--- config.mk ---
export PLATFORM = sky130hd
export DESIGN_NAME = seq_divider
export DESIGN_NICKNAME = d
export VERILOG_FILES = /design/src/rtl/seq_divider.sv
export SDC_FILE = /design/constraint.sdc
export NUM_CORES = 1
export LEC_CHECK = 0
export ABC_AREA = 1
export CAP_MARGIN = 10
export CORE_MARGIN = 5
export CORE_UTILIZATION = 45
export DETAILED_ROUTE_END_ITERATION = 6
export GPL_TIMING_DRIVEN = 0
export PLACE_DENSITY = 0.64
export SKIP_LAST_GASP = 1
export SLEW_MARGIN = 20
export SYNTH_ARGS = -nofsm -noshare
export SYNTH_HDL_FRONTEND = slang
export SYNTH_SLANG_ARGS = --single-unit
--- constraint.sdc ---
create_clock -name clk -period 2.35 [get_ports clk]
set_input_delay 0.47 -clock clk [delete_from_list [all_inputs] [get_ports clk]]
set_output_delay 0.47 -clock clk [all_outputs]
set_load 0.1 [all_outputs]
--- src/rtl/seq_divider.sv ---
// seq_divider: multi-cycle radix-2 restoring divider, signed/unsigned, RISC-V div-by-zero/overflow results
module seq_divider #(
  parameter int WIDTH = 32
) (
  input  logic             clk,
  input  logic             reset,
  input  logic             i_start,
  input  logic             i_is_signed,
  input  logic [WIDTH-1:0] i_dividend,
  input  logic [WIDTH-1:0] i_divisor,
  output logic             o_busy,
  output logic             o_done,
  output logic [WIDTH-1:0] o_quotient,
  output logic [WIDTH-1:0] o_remainder,
  output logic             o_div_by_zero
);
  localparam int CW = $clog2(WIDTH + 1);
  typedef enum logic [1:0] {IDLE, CALC, FIX, FINISH} state_t;
  state_t           r_state;
  logic [WIDTH-1:0] r_acc;
  logic [WIDTH-1:0] r_q;
  logic [WIDTH-1:0] r_dvs;
  logic [CW-1:0]    r_cnt;
  logic             r_neg_q;
  logic             r_neg_r;
  logic             r_dz;
  logic             w_dvd_neg;
  logic             w_dvs_neg;
  logic [WIDTH-1:0] w_dvd_mag;
  logic [WIDTH-1:0] w_dvs_mag;
  logic             w_zero;
  logic             w_ovf;
  logic [WIDTH:0]   w_shift;
  logic [WIDTH-1:0] w_sub;
  logic             w_ge;
  // operand magnitudes, special-case detection and one restoring step
  always_comb begin
    w_dvd_neg = i_is_signed & i_dividend[WIDTH-1];
    w_dvs_neg = i_is_signed & i_divisor[WIDTH-1];
    w_dvd_mag = w_dvd_neg ? -i_dividend : i_dividend;
    w_dvs_mag = w_dvs_neg ? -i_divisor : i_divisor;
    w_zero    = i_divisor == '0;
    w_ovf     = i_is_signed && i_dividend == {1'b1, {(WIDTH-1){1'b0}}} && i_divisor == '1;
    w_shift   = {r_acc, r_q[WIDTH-1]};
    w_ge      = w_shift >= {1'b0, r_dvs};
    w_sub     = w_shift[WIDTH-1:0] - r_dvs;
  end
  // control FSM with datapath; special cases route through FIX so they take one busy cycle
  always_ff @(posedge clk) begin
    if (reset) begin
      r_state       <= IDLE;
      r_acc         <= '0;
      r_q           <= '0;
      r_dvs         <= '0;
      r_cnt         <= '0;
      r_neg_q       <= 1'b0;
      r_neg_r       <= 1'b0;
      r_dz          <= 1'b0;
      o_busy        <= 1'b0;
      o_done        <= 1'b0;
      o_quotient    <= '0;
      o_remainder   <= '0;
      o_div_by_zero <= 1'b0;
    end else begin
      o_done <= 1'b0;
      case (r_state)
        IDLE, FINISH: begin
          if (i_start) begin
            o_busy <= 1'b1;
            if (w_zero || w_ovf) begin
              r_q     <= w_zero ? '1 : i_dividend;
              r_acc   <= w_zero ? i_dividend : '0;
              r_neg_q <= 1'b0;
              r_neg_r <= 1'b0;
              r_dz    <= w_zero;
              r_state <= FIX;
            end else begin
              r_q     <= w_dvd_mag;
              r_dvs   <= w_dvs_mag;
              r_acc   <= '0;
              r_cnt   <= CW'(WIDTH);
              r_neg_q <= w_dvd_neg ^ w_dvs_neg;
              r_neg_r <= w_dvd_neg;
              r_dz    <= 1'b0;
              r_state <= CALC;
            end
          end else begin
            r_state <= IDLE;
          end
        end
        CALC: begin
          r_acc <= w_ge ? w_sub : w_shift[WIDTH-1:0];
          r_q   <= {r_q[WIDTH-2:0], w_ge};
          r_cnt <= r_cnt - CW'(1);
          if (r_cnt == CW'(1)) r_state <= FIX;
        end
        FIX: begin
          o_quotient    <= r_neg_q ? -r_q : r_q;
          o_remainder   <= r_neg_r ? -r_acc : r_acc;
          o_div_by_zero <= r_dz;
          o_busy        <= 1'b0;
          o_done        <= 1'b1;
          r_state       <= FINISH;
        end
        default: r_state <= IDLE;
      endcase
    end
  end
endmodule
run_1/final_placement.png
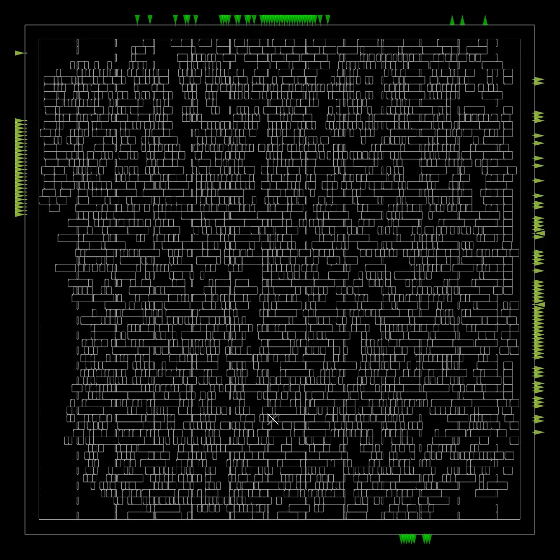
Final Non-Filler Cells: 2,873
tap cells: 396
final core utilization: 0.558

run_1/drive_strength.png
(2 px per um)
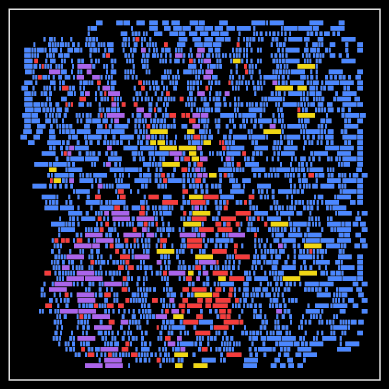
[red] drive 2 | cells: 163
[blue] drive 1 or less | cells: 2,188
[yellow] drive 6 and up | cells: 35
[purple] drive 3 to 4 | cells: 91
nonclk buf count: 243
setup ws final: -12.4 ps
Design Area, Final: 16,900 um2

==> impl_metrics.csv, run 1 <==
group,metric,value,unit
run_status,status,"finished, violations left",
run_status,violations,"DRC, setup timing",
pwr,p_int,10.1,mW
placement,numPortBuffers,133,
die,die_w,185,um
yosys,async_flop_share,0,
yosys,ys_dominant_reg_cell,"dfxtp_1",
die,io_pins,135,
global_routing,overflow,0,
run,warnings,30,
critical_path,path_max_fanout,10,
timing,setup_viol,1,
pwr,p_seq_frac,0.217,
yosys,ys_cells,2289,
global_routing,track_usage,0.304,
placement,dp_hpwl,43.2,mm
layout,diodes,0,
timing,fin_ws,-12.4,ps
route,first_pass_iters,7,
yosys,ys_warn_count,0,
route,initialDrtViolationCount,1638,
global_routing,grt_max_degree,17,
route,viasPerCell,5.49,
critical_path,worst_path_max_delay_cell,"ha_1",
pwr,total_power,23.4,mW
global_routing,grt_pass1_vias,14300,
route,drcViolationCount,4,
placement,dp_slack,-616,ps
run_1/pins.png
(2 px per um) Pins as bars across the die edge, other pins in grey.
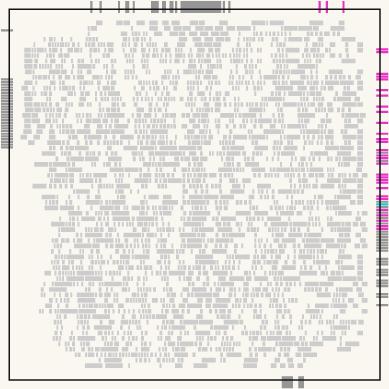
[cyan] o_done | pins: 1 | direction: output | edge: right
[magenta] o_quotient | pins: 32 | direction: output | edge: 29 right, 3 top
all pins by edge: 57 right, 42 top, 27 left, 9 bottom

-- run 1: path summary, 6_finish.rpt --
path                          startpoint                     end  slack, ps  depth (start not counted)
hold / removal             i_divisor[19]  r_dvs[19]$_SDFFE_PP0P_        470                          3
setup reg to reg  r_dvs[10]$_SDFFE_PP0P_  r_acc[14]$_SDFFE_PP0P_        -10                         15
setup / recovery  r_dvs[10]$_SDFFE_PP0P_  r_acc[14]$_SDFFE_PP0P_        -10                         15
hold reg to reg    r_dvs[4]$_SDFFE_PP0P_   r_dvs[4]$_SDFFE_PP0P_        480                          2
-- run 1: flip-flops by register name, summed over array words and instances, names as in the netlist --
signal and flops:
o_quotient 32, o_remainder 32, r_acc 32, r_dvs 32, r_q 32, r_cnt 6
r_state 2, o_busy 1, o_div_by_zero 1, o_done 1, r_dz 1, r_neg_q 1
r_neg_r 1
-- run 1: per-layer routing --
layer | wire length, um | share of wire | GRT usage
met5 | 0 | 0 | 0
met4 | 2760 | 0.051 | 0.132
met3 | 4320 | 0.081 | 0.0330
met2 | 23800 | 0.44 | 0.489
met1 | 22800 | 0.43 | 0.414
-- run 1: power by group through the flow --
stage / combinational [mW] / clock (mW) / sequential (mW)
final: 15.6 / 2.75 / 5.07
after global routing: 16.9 / 2.87 / 5.15
after CTS: 14.7 / 2.75 / 4.95
after detailed placement: 14.2 / 0 / 4.94
after global placement: 14.1 / 0 / 4.92
after floorplan: 8.65 / 0 / 6.38
-- run 1: tightest hold or removal path, delay by kind of cell --
kind,cells,cell delay [ps]
buffers and inverters,1,180
AOI/OAI and AO/OA,1,140
and+or+nand+nor,1,80
-- run 1: placed cells by master (no fill, tap or decap), types with 26 or more instances in the layout --
master           netlist  layout
clkbuf_1              59      55
nand4_1               32      32
xor2_1                65      65
inv_1                292     287
nand2_2               19      34
ha_4                   0      26
o21ai_0              197     193
clkdlybuf4s50_1        0      26
dfxtp_1              174     148
nand3_1              149     143
nand2_1              589     574
nor2_1               246     231
o21ai_1               27      29
a21oi_1              194     183
dlymetal6s2s_1         0      38
dlygate4sd2_1          0      69
-- run 1: final cells by class --
type / count / area, um2
plain buffers: 87 / 443
repair buffers: 156 / 1520
well taps: 396 / 495
clock buffers: 19 / 443
fillers: 3120 / 13400
inverters: 310 / 1170
flip-flops and latches: 174 / 3530
clock inverters: 13 / 106
multi-input cells: 1718 / 9240
-- run 1: timing repair --
item / 4_1_cts / 5_1_grt
buffers inserted: 11 / 11
resized: 131 / 140
pin swaps: 6 / 13
gates cloned: 0 / 1
endpoints found under the setup margin: 152 / 128
-- run 1: logic make-up (layout without fill, tap and decap cells) --
| family | after synthesis | count (layout) | share of synthesized area |
|---|---|---|---|
| simple gates | 1117 | 1117 | 0.355 |
| compound gates | 474 | 474 | 0.184 |
| flops | 174 | 174 | 0.254 |
| mux | 1 | 1 | 0.000730 |
| fa+ha+maj | 42 | 42 | 0.0389 |
| xor+xnor | 84 | 84 | 0.0536 |
| buf+inv | 397 | 585 | 0.114 |
run_1/port_nets.png
(1.5 px per um)
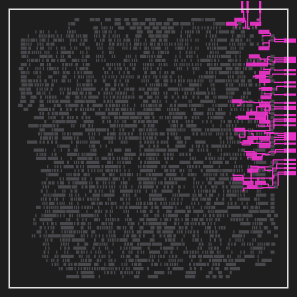

## Run 2: what changed since run 1
ABC_AREA = 0   (was 1)
CORE_MARGIN = 2   (was 5)
PLACE_DENSITY = 0.66   (was 0.64)
SLEW_MARGIN = unset   (was 20)
run_2/port_nets.png
(1.5 px per um)
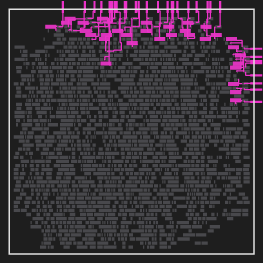
[magenta] o_quotient | bits: 32 | direction: output | end cells: 32 | buffers: 32 | wire: 768 um
I/O Buffers: 134
Boundary Pins: 135

==> run 2 against run 1 <==
  * The run ends with setup timing left
  * Clock power is 9.5% higher
  * Wire length is 17% lower
  * Power is 31% higher
  * Cell area is 3.2% higher
  * Clock skew is 4.0 ps higher
  * Combinational power is 42% higher
  * Non-clock buffer count is 105 higher
  * Die size is 23% lower
  * Sequential share of layout area is 0.33 points lower
  * Critical path type unchanged
==> impl_metrics.csv, run 2 <==
group,metric,value,unit
global_routing,track_usage,0.314,
route,initialDrtViolationCount,1277,
yosys,ys_sh_adder,0.0473,
run_status,violations,"setup timing",
route,drcViolationCount,0,
route,first_pass_iters,5,
timing,fin_ws,-735,ps
global_routing,grt_pass1_vias,11700,
layout,layout_top_cell,"nor2_1",
yosys,synth_top_cell_by_area,"dfxtp_1",
critical_path,worst_path_max_delay_cell,"dfxtp_4",
pwr,p_int,15.1,mW
timing,setup_viol,114,
pwr,p_seq_frac,0.181,
layout,design_area,17500,um2
yosys,async_flop_share,0,
die,die_y,162,um
placement,gp_congestion,0.966,
critical_path,crit_chain,"ha_4 -> a21o_1 -> a31oi_4 -> o311a_1 -> nand4_1 -> a2111oi_4 -> buf_4 -> nor2_4 -> buf_6 -> buf_8 -> nor2_4 -> buf_4 -> nand2_1 -> a211oi_1",
run,warnings,32,
global_routing,overflow,0,
global_routing,grt_max_degree,19,
yosys,mux_share,0.0256,
layout,diodes,0,
yosys,ys_dominant_reg_cell,"dfxtp_1",
yosys,ys_warn_count,0,
layout,fillers,1802,
pwr,total_power,30.6,mW
yosys,ys_sh_aoi,0.258,
yosys,synthSimpleGateAreaFrac,0.191,
placement,dp_hpwl,29.8,mm
route,viasPerCell,6.14,
run_status,status,"finished, violations left",
route,wl_per_cell,21.7,um
critical_path,path_max_fanout,7,
yosys,ys_sh_xor,0.114,
layout,postLayoutCoreUtil,0.714,
-- run 2: netlist changes by cell type in the layout (fill, tap and decap cells not counted), moves of 32 or more --
cell,change
xnor2_1,+32
nand2_1,-473
nand3_1,-124
o21ai_0,-166
a21oi_1,-104
inv_1,-232
nor2_1,-93
buf_4,+66
a211oi_1,+74
dlymetal6s2s_1,+48
dlygate4sd2_1,-63
-- run 2: cell type report --
cell class                      count  area, um2  area share
Sequential cell                   174       3580       0.205
Buffer                             83        558      0.0319
Tap cell                          324        405      0.0232
Inverter                           62        233      0.0133
Clock buffer                       18        439      0.0251
Clock inverter                     14        174     0.00995
Timing Repair Buffer              265       2850       0.163
Multi-Input combinational cell   1098       9240       0.529
-- run 2: worst reg2reg max path: cells and delay by family, from the launching register on --
| kind | cells | cell delay, ps |
|---|---|---|
| simple gates | 4 | 590 |
| fa+ha+maj | 1 | 250 |
| flops | 1 | 360 |
| buf+inv | 4 | 630 |
| compound gates | 5 | 1170 |
-- run 2: metal layers --
metal / up-vias / track usage / routed length (um)
met1: 5979 / 0.421 / 18500
li1: 5775 / - / -
met2: 650 / 0.500 / 20500
met4: 0 / 0.138 / 1680
met5: - / 0 / 0
met3: 113 / 0.0480 / 3700
-- run 2: timing repair --
item                       CTS  global route
buffers inserted            55            67
setup endpoints to repair  212           220
gates cloned                12             1
resized                    313           353
hold endpoints to repair     0             0
pin swaps                   96           123
-- run 2: cells by family after synthesis --
logic type | after synthesis
AND/OR/NAND/NOR | 459
AND-OR/OR-AND | 423
flip-flops | 174
buffers and inverters | 155
XOR/XNOR | 147
adder cells (fa/ha/maj) | 42
multiplexers | 27
-- run 2: power groups by stage --
stage | combinational, mW | sequential, mW | clock (mW)
global placement | 15.8 | 5.30 | 0
CTS | 18.6 | 5.33 | 3.00
floorplan | 10.2 | 7.27 | 0
finish | 22.1 | 5.55 | 3.01
detailed placement | 15.9 | 5.33 | 0
global route | 23.3 | 5.65 | 3.12
-- run 2: path summary, 6_finish.rpt --
kind,start,endpoint,cells after the start
worst max register to register,r_acc[11]$_SDFFE_PP0P_,r_acc[29]$_SDFFE_PP0P_,14
worst min register to register,r_dz$_SDFFE_PP0P_,r_dz$_SDFFE_PP0P_,2
worst min-delay path,i_divisor[1],r_dvs[1]$_SDFFE_PP0P_,3
worst max-delay path,r_acc[11]$_SDFFE_PP0P_,r_acc[29]$_SDFFE_PP0P_,14
-- run 2: stage by stage --
step,instances,worst slack (ps)
2_1_floorplan,1427,-416
3_3_place_gp,1885,-1550
3_5_place_dp,1885,-1570
4_1_cts,1980,-619
5_1_grt,2038,-842
6_report,2038,-735
Power and IR drop assume default switching activity.
